Fig. 1: where the registers sit
Other sequential cells in the stronger gray, the rest of the logic in the fainter gray.
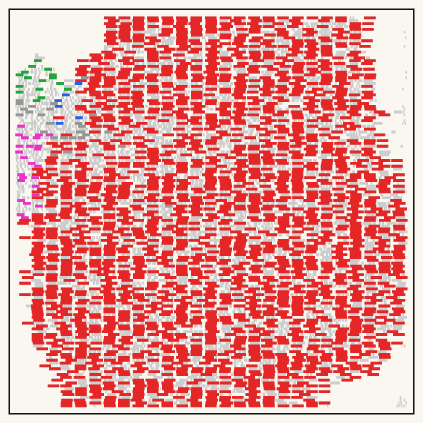
Fig. 2: I/O nets highlighted
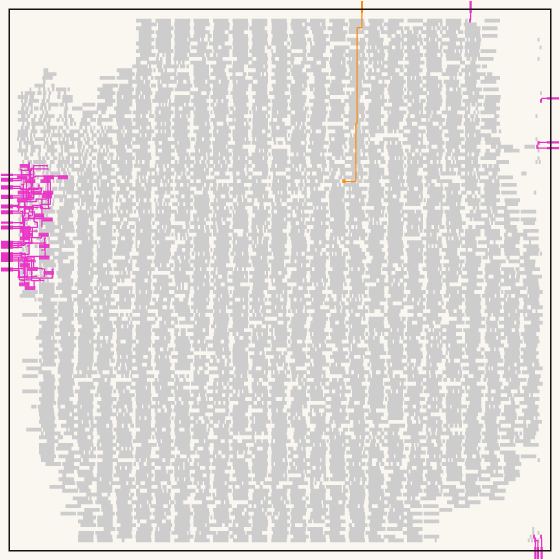
### src/rtl/axi_frame_pkg.sv
// Shared AXI encodings, reader FSM states and pixel packing for the frame reader/writer pair.
package axi_frame_pkg;

  localparam logic [1:0] AXI_BURST_INCR  = 2'b01;
  localparam logic [1:0] AXI_RESP_OKAY   = 2'b00;
  localparam logic [1:0] AXI_RESP_SLVERR = 2'b10;

  typedef enum logic [1:0] {
    ST_IDLE = 2'd0,
    ST_ADDR = 2'd1,
    ST_DATA = 2'd2
  } rd_state_e;

  // Pixel 0 occupies the low word; each pixel is {8'h00, R, G, B}.
  function automatic logic [63:0] pack_pixels(
    input logic [7:0] r0, input logic [7:0] g0, input logic [7:0] b0,
    input logic [7:0] r1, input logic [7:0] g1, input logic [7:0] b1
  );
    return {8'h00, r1, g1, b1, 8'h00, r0, g0, b0};
  endfunction

endpackage

### src/rtl/sync_fifo_fwft.sv
// First-word-fall-through synchronous FIFO; head entry is visible on dout_o while valid_o is high.
module sync_fifo_fwft #(
  parameter int unsigned WIDTH = 66,
  parameter int unsigned DEPTH = 32
) (
  input  logic                     clk_i,
  input  logic                     rst_i,
  input  logic                     push_i,
  input  logic [WIDTH-1:0]         din_i,
  input  logic                     pop_i,
  output logic [WIDTH-1:0]         dout_o,
  output logic                     valid_o,
  output logic [$clog2(DEPTH):0]   count_o
);

  localparam int unsigned AW = $clog2(DEPTH);
  localparam logic [AW:0] FULL = (AW+1)'(DEPTH);

  logic [WIDTH-1:0] mem_q [DEPTH];
  logic [AW-1:0]    wr_ptr_q;
  logic [AW-1:0]    rd_ptr_q;
  logic [AW:0]      count_q;
  logic             push_s;
  logic             pop_s;

  assign push_s = push_i && (count_q != FULL);
  assign pop_s  = pop_i && (count_q != '0);

  always_ff @(posedge clk_i) begin
    if (push_s) mem_q[wr_ptr_q] <= din_i;
  end

  always_ff @(posedge clk_i) begin
    if (rst_i) begin
      wr_ptr_q <= '0;
      rd_ptr_q <= '0;
      count_q  <= '0;
    end else begin
      if (push_s) wr_ptr_q <= wr_ptr_q + AW'(1);
      if (pop_s)  rd_ptr_q <= rd_ptr_q + AW'(1);
      case ({push_s, pop_s})
        2'b10:   count_q <= count_q + (AW+1)'(1);
        2'b01:   count_q <= count_q - (AW+1)'(1);
        default: count_q <= count_q;
      endcase
    end
  end

  assign dout_o  = mem_q[rd_ptr_q];
  assign valid_o = (count_q != '0);
  assign count_o = count_q;

endmodule

### src/rtl/axi_frame_reader.sv
// AXI3 burst read master streaming a packed RGB frame buffer out as 64-bit AXI4-Stream beats.
module axi_frame_reader
  import axi_frame_pkg::*;
#(
  parameter int unsigned       ADDR_W     = 32,
  parameter int unsigned       DATA_W     = 64,
  parameter int unsigned       FRAME_W    = 1920,
  parameter int unsigned       FRAME_H    = 1080,
  parameter logic [ADDR_W-1:0] ADDR_START = 32'h1000_0000,
  parameter int unsigned       BURST_LEN  = 16,
  parameter int unsigned       FIFO_DEPTH = 32
) (
  input  logic              aclk,
  input  logic              areset,
  input  logic              enable,
  output logic [ADDR_W-1:0] m_axi_araddr,
  output logic [3:0]        m_axi_arlen,
  output logic [2:0]        m_axi_arsize,
  output logic [1:0]        m_axi_arburst,
  output logic [3:0]        m_axi_arcache,
  output logic [2:0]        m_axi_arprot,
  output logic              m_axi_arlock,
  output logic [3:0]        m_axi_arqos,
  output logic              m_axi_arvalid,
  input  logic              m_axi_arready,
  input  logic [DATA_W-1:0] m_axi_rdata,
  input  logic [1:0]        m_axi_rresp,
  input  logic              m_axi_rlast,
  input  logic              m_axi_rvalid,
  output logic              m_axi_rready,
  output logic [DATA_W-1:0] m_axis_tdata,
  output logic              m_axis_tvalid,
  input  logic              m_axis_tready,
  output logic              m_axis_tuser,
  output logic              m_axis_tlast,
  output logic              frame_done,
  output logic [1:0]        err_status
);

  localparam int unsigned BURST_BYTES_I = BURST_LEN * DATA_W / 8;
  localparam int unsigned FRAME_BYTES   = FRAME_W * FRAME_H * 4;
  localparam int unsigned NBURSTS       = FRAME_BYTES / BURST_BYTES_I;
  localparam int unsigned BC_W          = (NBURSTS > 1) ? $clog2(NBURSTS) : 1;
  localparam int unsigned BEAT_W        = (BURST_LEN > 1) ? $clog2(BURST_LEN) : 1;
  localparam int unsigned CNT_W         = $clog2(FIFO_DEPTH) + 1;

  localparam logic [ADDR_W-1:0] BURST_BYTES = ADDR_W'(BURST_BYTES_I);
  localparam logic [BC_W-1:0]   BURST_LAST  = BC_W'(NBURSTS - 1);
  localparam logic [BEAT_W-1:0] BEAT_LAST   = BEAT_W'(BURST_LEN - 1);
  localparam logic [CNT_W-1:0]  ROOM_THR    = CNT_W'(FIFO_DEPTH - BURST_LEN);

  if ((FRAME_BYTES % BURST_BYTES_I) != 0) begin : g_bad_frame
    $error("axi_frame_reader: frame size must be a whole number of bursts");
  end

  rd_state_e         state_q;
  logic [ADDR_W-1:0] araddr_q;
  logic              arvalid_q;
  logic              rready_q;
  logic [BEAT_W-1:0] beat_q;
  logic [BC_W-1:0]   burst_q;
  logic              frame_done_q;
  logic [1:0]        err_q;

  logic              beat_acc_s;
  logic              first_s;
  logic              last_s;
  logic              last_burst_s;
  logic [CNT_W-1:0]  fifo_count_s;
  logic [DATA_W+1:0] fifo_dout_s;

  assign beat_acc_s   = m_axi_rvalid && rready_q;
  assign last_burst_s = (burst_q == BURST_LAST);
  assign first_s      = (burst_q == '0) && (beat_q == '0);
  assign last_s       = last_burst_s && (beat_q == BEAT_LAST);

  // Single-burst-outstanding read FSM with sticky error tracking.
  always_ff @(posedge aclk) begin
    if (areset) begin
      state_q      <= ST_IDLE;
      araddr_q     <= ADDR_START;
      arvalid_q    <= 1'b0;
      rready_q     <= 1'b0;
      beat_q       <= '0;
      burst_q      <= '0;
      frame_done_q <= 1'b0;
      err_q        <= 2'b00;
    end else begin
      frame_done_q <= 1'b0;
      if (beat_acc_s && (m_axi_rresp != AXI_RESP_OKAY)) err_q[0] <= 1'b1;
      if (beat_acc_s && (m_axi_rlast != (beat_q == BEAT_LAST))) err_q[1] <= 1'b1;
      case (state_q)
        ST_IDLE: begin
          beat_q <= '0;
          if (enable && (fifo_count_s <= ROOM_THR)) begin
            state_q   <= ST_ADDR;
            arvalid_q <= 1'b1;
          end
        end
        ST_ADDR: begin
          if (m_axi_arready) begin
            arvalid_q <= 1'b0;
            rready_q  <= 1'b1;
            state_q   <= ST_DATA;
          end
        end
        ST_DATA: begin
          if (beat_acc_s) begin
            beat_q <= beat_q + BEAT_W'(1);
            // rlast always ends the burst, even when it arrives at the wrong beat.
            if (m_axi_rlast) begin
              state_q  <= ST_IDLE;
              rready_q <= 1'b0;
              beat_q   <= '0;
              if (last_burst_s) begin
                araddr_q     <= ADDR_START;
                burst_q      <= '0;
                frame_done_q <= 1'b1;
              end else begin
                araddr_q <= araddr_q + BURST_BYTES;
                burst_q  <= burst_q + BC_W'(1);
              end
            end
          end
        end
        default: begin
          state_q   <= ST_IDLE;
          arvalid_q <= 1'b0;
          rready_q  <= 1'b0;
        end
      endcase
    end
  end

  sync_fifo_fwft #(
    .WIDTH (DATA_W + 2),
    .DEPTH (FIFO_DEPTH)
  ) u_fifo (
    .clk_i   (aclk),
    .rst_i   (areset),
    .push_i  (beat_acc_s),
    .din_i   ({first_s, last_s, m_axi_rdata}),
    .pop_i   (m_axis_tready),
    .dout_o  (fifo_dout_s),
    .valid_o (m_axis_tvalid),
    .count_o (fifo_count_s)
  );

  assign m_axis_tuser  = fifo_dout_s[DATA_W+1];
  assign m_axis_tlast  = fifo_dout_s[DATA_W];
  assign m_axis_tdata  = fifo_dout_s[DATA_W-1:0];

  assign m_axi_araddr  = araddr_q;
  assign m_axi_arvalid = arvalid_q;
  assign m_axi_rready  = rready_q;
  assign m_axi_arlen   = 4'(BURST_LEN - 1);
  assign m_axi_arsize  = 3'($clog2(DATA_W / 8));
  assign m_axi_arburst = AXI_BURST_INCR;
  assign m_axi_arcache = 4'b0000;
  assign m_axi_arprot  = 3'b000;
  assign m_axi_arlock  = 1'b0;
  assign m_axi_arqos   = 4'b0000;
  assign frame_done    = frame_done_q;
  assign err_status    = err_q;

endmodule

### config.mk
export PLATFORM = sky130hd
export DESIGN_NAME = axi_frame_reader
export DESIGN_NICKNAME = d
export VERILOG_FILES = /design/src/rtl/axi_frame_pkg.sv /design/src/rtl/sync_fifo_fwft.sv /design/src/rtl/axi_frame_reader.sv
export SDC_FILE = /design/constraint.sdc
export NUM_CORES = 2
export LEC_CHECK = 0
export CAP_MARGIN = 20
export CELL_PAD_IN_SITES_DETAIL_PLACEMENT = 1
export CELL_PAD_IN_SITES_GLOBAL_PLACEMENT = 1
export CORE_MARGIN = 5
export CORE_UTILIZATION = 60
export DETAILED_ROUTE_END_ITERATION = 12
export DONT_BUFFER_PORTS = 1
export GPL_TIMING_DRIVEN = 1
export PLACE_DENSITY = 0.84
export SLEW_MARGIN = 15
export SYNTH_ARGS = -nofsm -noshare
export SYNTH_HDL_FRONTEND = slang
export SYNTH_SLANG_ARGS = --single-unit
### constraint.sdc
create_clock -name aclk -period 7.4 [get_ports aclk]
set_input_delay 0.74 -clock aclk [delete_from_list [all_inputs] [get_ports aclk]]
set_output_delay 0.74 -clock aclk [all_outputs]
set_load 0.01 [all_outputs]
==> results.ini <==
[critical_path]
reg2reg_to=u_fifo.mem_q[30][62]
path_max_fanout=30
slowest_stage=nor2_4
worstPathRequired_ns=6.66
reg2regPathDepth=5
critPathLaunchType=flop
crit_chain=nand2b_1 -> nor2_4 -> buf_4 -> a22oi_1 -> nand4_1
crit_type=reg -> out
crit_family=simple AND/OR/NAND/NOR gates
crit_arrival_ns=4.55

[pwr]
total_power_mw=26.2
p_clk_frac=0.425
seq_power_share=0.520
pg_comb_mw=1.43
p_seq_mw=13.7
top_power_group=sequential cells
p_int_mw=19.9

[clock_tree]
clkLatencyLatePin_ns=0.91
clock_path_buffers=3
cts_tree=built
clockRootBuffer=clkbuf_16
numCtsBuffers=205
cts_resized=0
htreeDepth=4

[floorplanning]
core_um2=139000
die-width_um=384
n_tap_cell=1876
rows=137
io_pins=198

[cells_and_area]
largestClassByArea=registers
comb_cells=1861
final_cell_mix=edfxtp_1, mux2i_1, a22oi_1
comb_area_share=0.194
largest_reg_flops=2112
fillers=11100
nets=4511
lay_top_count=edfxtp_1
antenna_cells=16

[timing]
clock_skew_ns=0.0576
timing.final.ws_setup_ns=2.11
fin_tns_setup_ns=0
finalHoldViolCount=0
setup_viol=0
holdWs_ns=0.0621

[grt]
grt_usage=0.365
first_global_vias=49300
grt_start_max_net_pins=130

[yosys]
top_logic_kind=multiplexers
syn_avg_cell_area_um2=19.5
ys_ff=2185
yosys.area_share.simple=0.0313
ys_async_sr_fraction=0
flop_cell=edfxtp_1
top_cells_by_count=edfxtp_1, mux2i_1, a22oi_1
synth_warnings=0
ys_sh_adder=0.00194
ys_seq_share=0.772
yosysMostFrequentCell=edfxtp_1
synth-edff-count=2112
top_area_cell=edfxtp_1
mux_area_frac=0.134

[routing]
post_drt_wl_per_cell_um=43.7
vias=49300
detail_route.first_pass.iterations=6
drc=0
dr_wl_met3_um=38500
dr.max_layer_used=met5

[run_status]
outcome=finished clean

[worst_hold_path]
whs_path_depth=1
hp-start=areset

[placement]
dp_hpwl_um=120000
dpl_worst_slack_ns=2.96

Back to the opening pictures, Fig. 1:
[magenta] m_axi_araddr | placed flops: 25
[green] burst_q | placed flops: 16 | where: top left
[red] u_fifo.mem_q | placed flops: 2,112 | where: spread over the die
[blue] u_fifo.count_o | placed flops: 6 | where: top left

Back to the opening pictures, Fig. 2:
[orange] m_axis_tlast | direction: output | edge: top | end cells: 1 | buffers: 0 | wire: 134 um
[magenta] m_axi_araddr | direction: output | edge: 25 left, 3 bottom, 3 right, 1 top | end cells: 32 | buffers: 0 | wire: 1,260 um

